**src/rtl/sha_digest_serializer.sv**
```systemverilog
// Serializes captured 256-bit digests with id and length into 11-word frames.
// Two-entry FIFO in front; digests arriving while it stays full are counted as drops.
module sha_digest_serializer (
    input  logic         clk,
    input  logic         rstn,
    input  logic         ivalid,
    input  logic [31:0]  iid,
    input  logic [60:0]  ilen,
    input  logic [255:0] isha,
    input  logic         oready,
    output logic         ovalid,
    output logic [31:0]  odata,
    output logic         olast,
    output logic         odrop,
    output logic [15:0]  odrop_cnt
);

    typedef struct packed {
        logic [31:0]  id;
        logic [60:0]  len;
        logic [255:0] sha;
    } entry_t;

    localparam logic [3:0] LAST_IDX = 4'd10;

    entry_t     mem [2];
    entry_t     cur;
    logic       head;
    logic [1:0] count;
    logic [3:0] widx;
    logic       pop;
    logic       push;
    logic       wr;
    logic [8:0] shamt;
    logic [255:0] sha_sh;

    assign cur = mem[head];
    assign ovalid = (count != 2'd0);
    assign olast = ovalid & (widx == LAST_IDX);
    assign pop = ovalid & oready & (widx == LAST_IDX);
    // A full FIFO can still accept when its head leaves in the same cycle.
    assign push = ivalid & ((count != 2'd2) | pop);
    // With count 2 the write lands in the slot being popped.
    assign wr = head ^ count[0];

    assign shamt = {LAST_IDX - widx, 5'b0};
    assign sha_sh = cur.sha >> shamt;

    always_comb begin
        odata = '0;
        if (ovalid) begin
            case (widx)
                4'd0:    odata = cur.id;
                4'd1:    odata = {3'b000, cur.len[60:32]};
                4'd2:    odata = cur.len[31:0];
                default: odata = (widx <= LAST_IDX) ? sha_sh[31:0] : 32'd0;
            endcase
        end
    end

    always_ff @(posedge clk) begin
        if (push) begin
            mem[wr] <= '{id: iid, len: ilen, sha: isha};
        end
    end

    always_ff @(posedge clk or negedge rstn) begin
        if (!rstn) begin
            head      <= 1'b0;
            count     <= 2'd0;
            widx      <= 4'd0;
            odrop     <= 1'b0;
            odrop_cnt <= 16'd0;
        end else begin
            if (ovalid && oready) begin
                widx <= pop ? 4'd0 : widx + 4'd1;
            end
            if (pop) begin
                head <= ~head;
            end
            case ({push, pop})
                2'b10:   count <= count + 2'd1;
                2'b01:   count <= count - 2'd1;
                default: count <= count;
            endcase
            odrop <= ivalid & ~push;
            if (ivalid && !push && odrop_cnt != 16'hFFFF) begin
                odrop_cnt <= odrop_cnt + 16'd1;
            end
        end
    end

endmodule

```
**config.mk**
```make
export PLATFORM = sky130hd
export DESIGN_NAME = sha_digest_serializer
export DESIGN_NICKNAME = d
export VERILOG_FILES = /design/src/rtl/sha_digest_serializer.sv
export SDC_FILE = /design/constraint.sdc
export NUM_CORES = 1
export LEC_CHECK = 0
export CAP_MARGIN = 20
export CELL_PAD_IN_SITES_DETAIL_PLACEMENT = 1
export CELL_PAD_IN_SITES_GLOBAL_PLACEMENT = 1
export CORE_MARGIN = 3
export CORE_UTILIZATION = 42
export DETAILED_ROUTE_END_ITERATION = 8
export GPL_TIMING_DRIVEN = 0
export PLACE_DENSITY = 0.73
export SLEW_MARGIN = 25
export SYNTH_ARGS = -nofsm -noshare
export SYNTH_HDL_FRONTEND = slang
export SYNTH_SLANG_ARGS = --single-unit
```
**constraint.sdc**
```tcl
create_clock -name clk -period 18.5 [get_ports clk]
set_clock_uncertainty 0.05 [all_clocks]
set_input_delay 2.775 -clock clk [delete_from_list [all_inputs] [get_ports clk]]
set_output_delay 2.775 -clock clk [all_outputs]
set_load 0.03 [all_outputs]
```
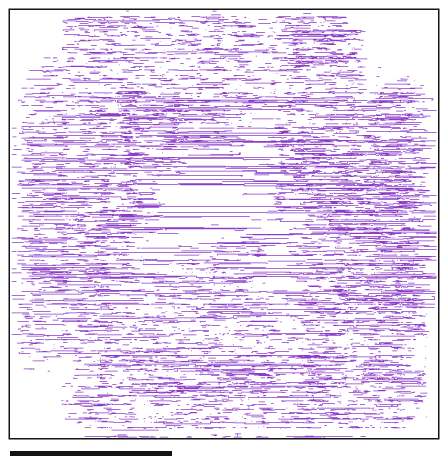
**Above:** met1 routing.
Bar = 100 µm.
nets with wire on the layer: 2144
main direction: horizontal
share of all routed wire: 40%
wire length on this layer: 33.4 mm

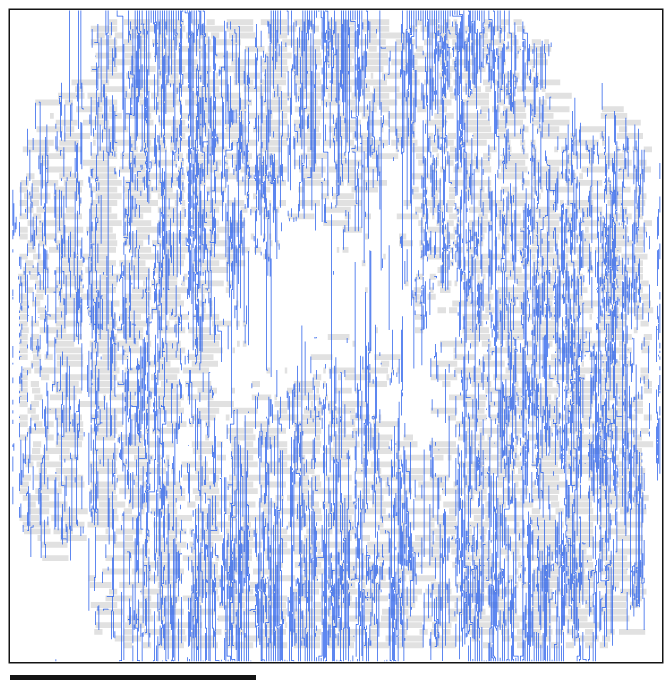
**Above:** signal wires on met2.
Bar = 100 µm.
nets with wire on the layer: 2123
main direction: vertical
longest straight run: 119 µm

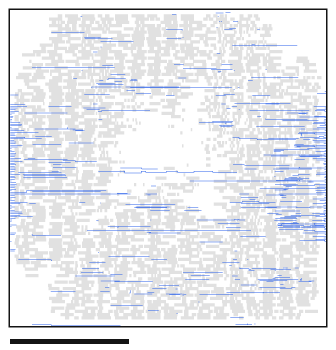
**Above:** met3 routing.
Bar = 100 µm.
main direction: horizontal
nets with wire on the layer: 317
wire length on this layer: 5520 µm
final wirelength: 82700 µm
GR Layer Usage met3: 4.10%
DR vias: 16200

==> results.sh <==
# physical design summary
export IMPL_top_area_share_pct=74.6
export IMPL_fin_crit_ns=8.16
export IMPL_synth_nets=1762
export IMPL_cts_made_buffers=78
export IMPL_p_switching_uw=2550
export IMPL_p_sw_share_pct=37.0
export IMPL_io_buffer_count=403
export IMPL_place_area_um2=33800
export IMPL_r2r_end="mem[1][113]$_DFFE_PP_"
export IMPL_p_seq_share_pct=36.9
export IMPL_crit_buf_inv=7
export IMPL_drtIter0Drc=1910
export IMPL_whs_path_depth=1
export IMPL_critical_path_arrival_ns=5.33
export IMPL_crit_path_end_kind="output pin"
export IMPL_globalRoute_totalOverflow=0
export IMPL_tool_warnings=29
export IMPL_hp_class="register to register"
export IMPL_fin_area_um2=36300
export IMPL_async_reset_ff_share_pct=3.32
export IMPL_p_leak_uw=0.0119
export IMPL_ys_chip_area_um2=28100
export IMPL_drive_gt1_share_pct=16.3
export IMPL_rsz0062_at_grt="no"
export IMPL_initCoreUtil_pct=42.6
export IMPL_cts_sinks=722
export IMPL_rows=94
export IMPL_cts_hold_buf=0
export IMPL_postRouteAntennaNets=0
export IMPL_outcome="complete, no violations"
export IMPL_hold_path_startpoint="odrop_cnt[0]$_DFFE_PN0P_"
export IMPL_p_comb_share_pct=41.3
export IMPL_comb_area_um2=6040
export IMPL_grt_pass1_vias=17600
export IMPL_postLayoutSetupSlackWorst_ns=10.34
export IMPL_avgRoutedWirePerCell_um=29.1
export IMPL_top_area_cell="edfxtp_1"
[flip-flops by register name, summed over array words and instances (netlist names)]
register	flops
mem	698
odrop_cnt	16
widx	4
count	2
head	1
odrop	1
[final cells by class]
type | instances | share of cell area, %
buffer | 96 | 1.37
multi-input combinational | 579 | 16.6
timing repair buffer | 428 | 12.8
inverter | 6 | 0.0621
clock buffer | 102 | 5.80
sequential | 722 | 59.4
antenna | 5 | 0.0345
tap | 864 | 2.98
clock inverter | 40 | 0.948
[worst max-delay path by stage]
stage	start	end	slack (ns)	cells after the start
6_report	widx[0]$_DFFE_PN0P_	odata[25]	10.34	11
5_1_grt	widx[0]$_DFFE_PN0P_	odata[16]	10.08	11
4_1_cts	widx[0]$_DFFE_PN0P_	odata[5]	10.20	11
3_5_place_dp	widx[0]$_DFFE_PN0P_	odata[27]	10.88	11
3_3_place_gp	oready	mem[1][41]$_DFFE_PP_	0.35	5
2_1_floorplan	oready	mem[1][0]$_DFFE_PP_	5.62	4
[metrics by stage]
stage                     cells  utilization (%)  hold slack, ns
after floorplan            1403                -           0.447
after global placement     2670             50.3           0.454
after detailed placement   2695             51.3           0.465
after CTS                  2837             55.0           0.478
after global routing       2840             55.0           0.511
final                      2842             55.0           0.477
[cell families after synthesis]
logic type                 share of synthesized area, %
adders and majority gates                         0.267
and+or+nand+nor                                    3.75
AOI/OAI and AO/OA                                  4.96
xor gates and xnor gates                          0.619
buffers and inverters                              1.84
muxes                                              11.8
DFF                                                76.7
[metal layers]
metal	up-vias	part of all wire, %
met1	8465	40
met3	98	6.7
met5	-	0.037
met4	6	1.9
li1	6958	-
met2	643	51
